--- config.mk ---
export PLATFORM = sky130hd
export DESIGN_NAME = muldiv_seq
export DESIGN_NICKNAME = d
export VERILOG_FILES = /design/src/rtl/muldiv_seq.sv
export SDC_FILE = /design/constraint.sdc
export NUM_CORES = 1
export LEC_CHECK = 0
export CAP_MARGIN = 10
export CORE_ASPECT_RATIO = 1.25
export CORE_MARGIN = 2
export CORE_UTILIZATION = 40
export CTS_CLUSTER_DIAMETER = 30
export DETAILED_ROUTE_END_ITERATION = 10
export HOLD_SLACK_MARGIN = 0.15
export PLACE_DENSITY = 0.66
export SLEW_MARGIN = 20
export SYNTH_ARGS = -nofsm -noshare
export SYNTH_HDL_FRONTEND = slang
export SYNTH_SLANG_ARGS = --single-unit
--- constraint.sdc ---
create_clock -name clk_i -period 5.53 [get_ports clk_i]
set_clock_uncertainty 0.1 [all_clocks]
set_input_delay 1.106 -clock clk_i [delete_from_list [all_inputs] [get_ports clk_i]]
set_output_delay 1.106 -clock clk_i [all_outputs]
set_load 0.01 [all_outputs]
--- src/rtl/muldiv_seq.sv ---
// Sequential M-extension multiply/divide unit: radix-2^MUL_BITS_PER_CYCLE shift-add multiplier, restoring divider.
// Optional MULDIV_SEQ_DIV_SHORTCUT_EN: divide-by-zero and signed overflow finish on the accept edge.
module muldiv_seq #(
  parameter int unsigned XLEN               = 32,
  parameter int unsigned MUL_BITS_PER_CYCLE = 1
) (
  input  logic            clk_i,
  input  logic            rst_i,
  input  logic            valid_i,
  output logic            ready_o,
  input  logic [2:0]      op_i,
  input  logic [XLEN-1:0] rs1_i,
  input  logic [XLEN-1:0] rs2_i,
  input  logic            flush_i,
  output logic            valid_o,
  input  logic            result_ready_i,
  output logic [XLEN-1:0] result_o,
  output logic            busy_o
);

  localparam int unsigned B     = MUL_BITS_PER_CYCLE;
  localparam int unsigned CNT_W = $clog2(XLEN + 1);
  localparam logic [CNT_W-1:0] MUL_N = CNT_W'(XLEN / B);
  localparam logic [CNT_W-1:0] DIV_N = CNT_W'(XLEN);

  typedef enum logic [1:0] {
    S_IDLE,
    S_MUL,
    S_DIV,
    S_DONE
  } state_t;

  state_t state_q, state_d;

  logic [2:0]        op_q;
  logic              neg_q;
  logic              rem_neg_q;
  logic [CNT_W-1:0]  cnt_q;
  logic [XLEN-1:0]   mcand_q;
  logic [2*XLEN-1:0] acc_q;
  logic [XLEN-1:0]   divisor_q;
  logic [XLEN-1:0]   quo_q;
  logic [XLEN-1:0]   rem_q;
  logic [XLEN-1:0]   result_q;

  // Request decode
  logic            accept;
  logic            is_div;
  logic            sgn1, sgn2;
  logic            neg1, neg2;
  logic [XLEN-1:0] mag1, mag2;
  logic            div_zero;
  logic            shortcut;

  assign accept   = (state_q == S_IDLE) && valid_i && !flush_i;
  assign is_div   = op_i[2];
  assign sgn1     = is_div ? ~op_i[0] : (op_i[1:0] != 2'b11);
  assign sgn2     = is_div ? ~op_i[0] : ~op_i[1];
  assign neg1     = sgn1 & rs1_i[XLEN-1];
  assign neg2     = sgn2 & rs2_i[XLEN-1];
  assign mag1     = neg1 ? -rs1_i : rs1_i;
  assign mag2     = neg2 ? -rs2_i : rs2_i;
  assign div_zero = (rs2_i == '0);

`ifdef MULDIV_SEQ_DIV_SHORTCUT_EN
  logic            div_ovf;
  logic [XLEN-1:0] special_res;

  assign div_ovf     = ~op_i[0] && (rs1_i == {1'b1, {(XLEN-1){1'b0}}}) && (rs2_i == '1);
  assign shortcut    = is_div && (div_zero || div_ovf);
  assign special_res = op_i[1] ? (div_zero ? rs1_i : '0)
                               : (div_zero ? '1 : {1'b1, {(XLEN-1){1'b0}}});
`else
  assign shortcut = 1'b0;
`endif

  // Multiply step: add partial product into the upper half, shift whole accumulator right by B
  logic [XLEN+B-1:0] pp;
  logic [XLEN+B-1:0] hi_sum;
  logic [2*XLEN-1:0] acc_step;
  logic [2*XLEN-1:0] prod_fix;
  logic [XLEN-1:0]   mul_res;

  assign pp       = {{B{1'b0}}, mcand_q} * {{XLEN{1'b0}}, acc_q[B-1:0]};
  assign hi_sum   = {{B{1'b0}}, acc_q[2*XLEN-1:XLEN]} + pp;
  assign acc_step = {hi_sum, acc_q[XLEN-1:B]};
  assign prod_fix = neg_q ? -acc_step : acc_step;
  assign mul_res  = (op_q[1:0] == 2'b00) ? prod_fix[XLEN-1:0] : prod_fix[2*XLEN-1:XLEN];

  // Restoring divide step
  logic [XLEN:0]   r_sh;
  logic [XLEN+1:0] diff;
  logic            nonneg;
  logic [XLEN-1:0] rem_step;
  logic [XLEN-1:0] quo_step;
  logic [XLEN-1:0] quo_fix;
  logic [XLEN-1:0] rem_fix;
  logic [XLEN-1:0] div_res;
  logic            unused_diff_bit;

  assign r_sh            = {rem_q, quo_q[XLEN-1]};
  assign diff            = {1'b0, r_sh} - {2'b00, divisor_q};
  assign nonneg          = ~diff[XLEN+1];
  assign rem_step        = nonneg ? diff[XLEN-1:0] : r_sh[XLEN-1:0];
  assign quo_step        = {quo_q[XLEN-2:0], nonneg};
  assign quo_fix         = neg_q ? -quo_step : quo_step;
  assign rem_fix         = rem_neg_q ? -rem_step : rem_step;
  assign div_res         = op_q[1] ? rem_fix : quo_fix;
  assign unused_diff_bit = diff[XLEN];

  always_ff @(posedge clk_i) begin
    if (rst_i) begin
      state_q <= S_IDLE;
    end else begin
      state_q <= state_d;
    end
  end

  always_comb begin
    state_d = state_q;
    case (state_q)
      S_IDLE: begin
        if (accept) begin
          if (!is_div)       state_d = S_MUL;
          else if (shortcut) state_d = S_DONE;
          else               state_d = S_DIV;
        end
      end
      S_MUL, S_DIV: begin
        if (flush_i)                      state_d = S_IDLE;
        else if (cnt_q == CNT_W'(1))      state_d = S_DONE;
      end
      S_DONE: begin
        if (flush_i || result_ready_i) state_d = S_IDLE;
      end
      default: state_d = S_IDLE;
    endcase
  end

  always_ff @(posedge clk_i) begin
    if (rst_i) begin
      op_q      <= '0;
      neg_q     <= 1'b0;
      rem_neg_q <= 1'b0;
      cnt_q     <= '0;
      mcand_q   <= '0;
      acc_q     <= '0;
      divisor_q <= '0;
      quo_q     <= '0;
      rem_q     <= '0;
      result_q  <= '0;
    end else begin
      case (state_q)
        S_IDLE: begin
          if (accept) begin
            op_q      <= op_i;
            rem_neg_q <= neg1;
            // Divide-by-zero keeps the all-ones quotient unsigned-looking
            neg_q     <= (neg1 ^ neg2) && !(is_div && div_zero);
            if (is_div) begin
              cnt_q     <= DIV_N;
              quo_q     <= mag1;
              rem_q     <= '0;
              divisor_q <= mag2;
            end else begin
              cnt_q   <= MUL_N;
              mcand_q <= mag1;
              acc_q   <= {{XLEN{1'b0}}, mag2};
            end
`ifdef MULDIV_SEQ_DIV_SHORTCUT_EN
            if (shortcut) result_q <= special_res;
`endif
          end
        end
        S_MUL: begin
          if (!flush_i) begin
            acc_q <= acc_step;
            cnt_q <= cnt_q - CNT_W'(1);
            if (cnt_q == CNT_W'(1)) result_q <= mul_res;
          end
        end
        S_DIV: begin
          if (!flush_i) begin
            quo_q <= quo_step;
            rem_q <= rem_step;
            cnt_q <= cnt_q - CNT_W'(1);
            if (cnt_q == CNT_W'(1)) result_q <= div_res;
          end
        end
        default: ;
      endcase
    end
  end

  assign ready_o  = (state_q == S_IDLE);
  assign valid_o  = (state_q == S_DONE);
  assign busy_o   = (state_q != S_IDLE);
  assign result_o = result_q;

endmodule

Clock wires, drivers and flops:
Scale bar: 50 microns.
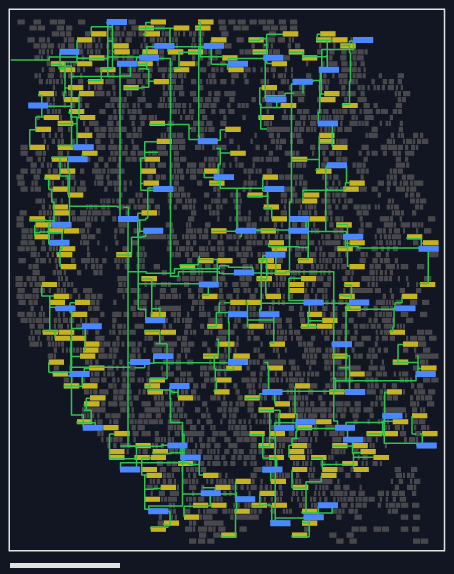
legend:
  yellow:
    item: flip-flops
    count: 236
  blue:
    item: cells driving clock nets
    count: 67
  green:
    item: clock wires
    length: 4500 microns
flops lie: all over the die
routed clock nets: 68

I/O nets highlighted:
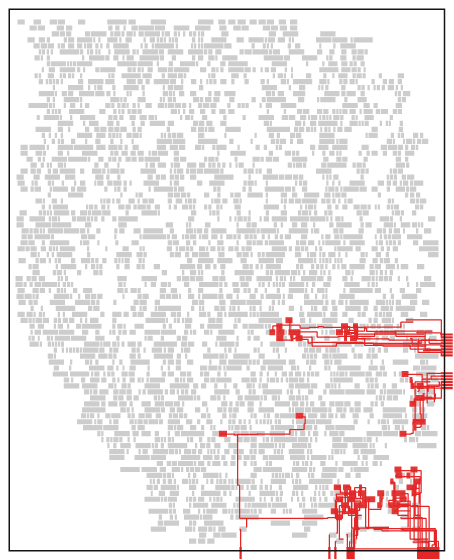
legend:
  red:
    port: rs2_i
    bits: 32
    direction: input
    end_cells: 68
    buffers: 32
    wire: 1850 microns

==> design notes <==
The flow ran to the end, and the final reports show no timing, DRC or antenna violations. The final-layout clock-cell area share was 0.111; the number of enable flip-flop cells was 0. The average cell area after synthesis is 7.11 sq um. The worst setup path is of the reg2reg kind. The launch point of the worst register-to-register path is recorded as acc_q[0]$_SDFFE_PP0P_.

The leakage component of the power was reported as 0.00855 uW. The first global-routing pass estimated 112000 microns of wire. The net count of the finished layout is 2842. Sequential cells consume a total of 2040 uW.

The combinational share of power is 0.369, and the first-pass iteration count of the detailed router is 6. The critical-path maximum fanout came out at 29. The required time at the worst-slack endpoint came out at 5950 ps. Ranked by instance count, the synthesized netlist is headed by sky130_fd_sc_hd__nand2_1, sky130_fd_sc_hd__nor2_1, sky130_fd_sc_hd__a21oi_1.

The number of fill cells was 4651. The die extent in x is 198 microns. The clock network power consumption is 4340 uW. With the fraction of the yosys area taken by sequential cells at 0.252, the measured slew at the worst slew-check pin is 1100 ps. The number of antenna diodes in the final layout is 0. Summing over every cut layer, the via total after detailed routing is 20300.

sky130_fd_sc_hd__dfxtp_1 takes more of the synthesized area than any other cell. Per the post-CTS timing run, clock transition at the registers of the reported paths is 40 ps. The final report lists the setup-violating endpoint count as 0. The DRC violation total left in the routed layout is recorded as 0. For the max-cap violation count, the log shows 0. Once detail routing completed, the nets flagged for antenna violations numbered 0.

Power consumed by combinational cells: 3740 uW. In this run the tools logged warnings totalling 30. After technology mapping, the gate count stands at 2641. The register area is 0.00473 sq mm. With the proportion of layout cells with a drive suffix above 1 at 0.0837, the total routing resource utilization after global routing is 0.297. Initial DRC count: 1762. Walking the worst path, the cells encountered are buf_4 > and2_1 > ha_1 > a21oi_1 > o21ai_0 > a211oi_1 > o21a_1 > xnor2_1 > nor4_1 > or4bb_1 > or2_2 > o311ai_0 > a21oi_1 > a211oi_1 > o21a_1. For the sequential share of power, the log shows 0.201.

The height of the chip came out at 246 microns. The most critical setup path has its startpoint at acc_q[0]$_SDFFE_PP0P_.
Logic cells by family:
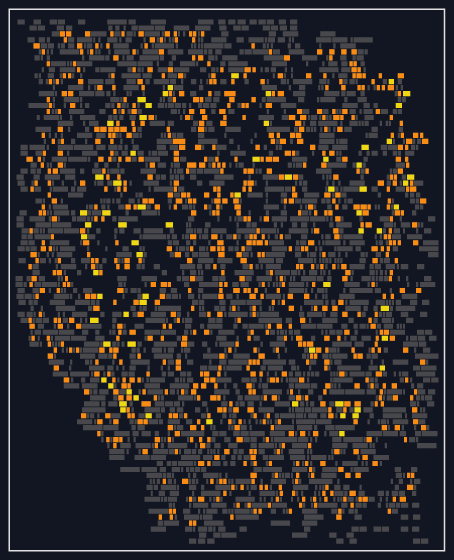
legend:
  orange:
    family: inverting AOI/OAI gates
    cells: 767
    where: all over the die
  yellow:
    family: AND-OR and OR-AND gates
    cells: 66

Clock routing:
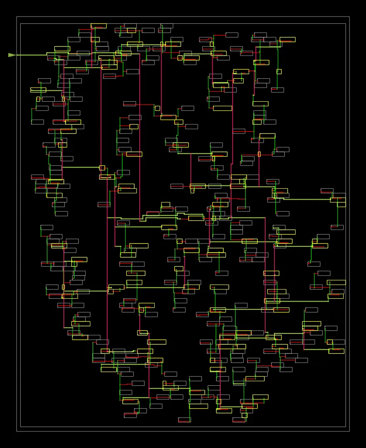
total clock sinks: 236
tally of clock buffers in the finished layout: 86

[stage by stage]
stage / setup slack (ps) / instance area (sq um) / total power (uW) / cells
2_1_floorplan: 865 / 18800 / 4470 / 2641
3_3_place_gp: 737 / 20300 / 5660 / 3209
4_1_cts: 618 / 22800 / 10100 / 3332
5_1_grt: 132 / 22800 / 10600 / 3332
6_report: 550 / 22800 / 10100 / 3332
3_5_place_dp: 677 / 20300 / 5710 / 3209
[path summary, 6_finish.rpt]
| path | to | slack (ps) | cells past startpoint |
|---|---|---|---|
| max | result_o[25]$_SDFFE_PP0P_ | 550 | 15 |
| min | acc_q[32]$_SDFFE_PP0P_ | 360 | 2 |
| max reg2reg | result_o[25]$_SDFFE_PP0P_ | 550 | 15 |
| min reg2reg | acc_q[32]$_SDFFE_PP0P_ | 360 | 2 |
[per-layer routing]
layer  share of wire  up-vias  track usage
met5               0        -            0
met4           0.066        0        0.194
met3           0.058      208       0.0379
met2            0.48      770        0.508
met1            0.40     9663        0.349
li1                -     9656            -
[flip-flops by register name (all words and copies together) (netlist names)]
name / flops
acc_q: 64
divisor_q: 32
mcand_q: 32
quo_q: 32
rem_q: 32
result_o: 32
cnt_q: 6
op_q: 2
state_q: 2
neg_q: 1
rem_neg_q: 1
[tightest hold or removal path, stage by stage (launching register included)]
cell and delay, ps:
sky130_fd_sc_hd__dfxtp_1 300, sky130_fd_sc_hd__nand2_1 50, sky130_fd_sc_hd__a21oi_1 50
[kinds of logic after synthesis]
group	count (synthesis)	share of synthesized area
multiplexers	24	0.0130
flip-flops	236	0.252
adder cells (fa/ha/maj)	77	0.0521
buffers and inverters	245	0.0517
AND-OR/OR-AND	833	0.284
XOR/XNOR	195	0.0910
AND/OR/NAND/NOR	1031	0.256
Power is estimated from default activity; no workload was simulated.
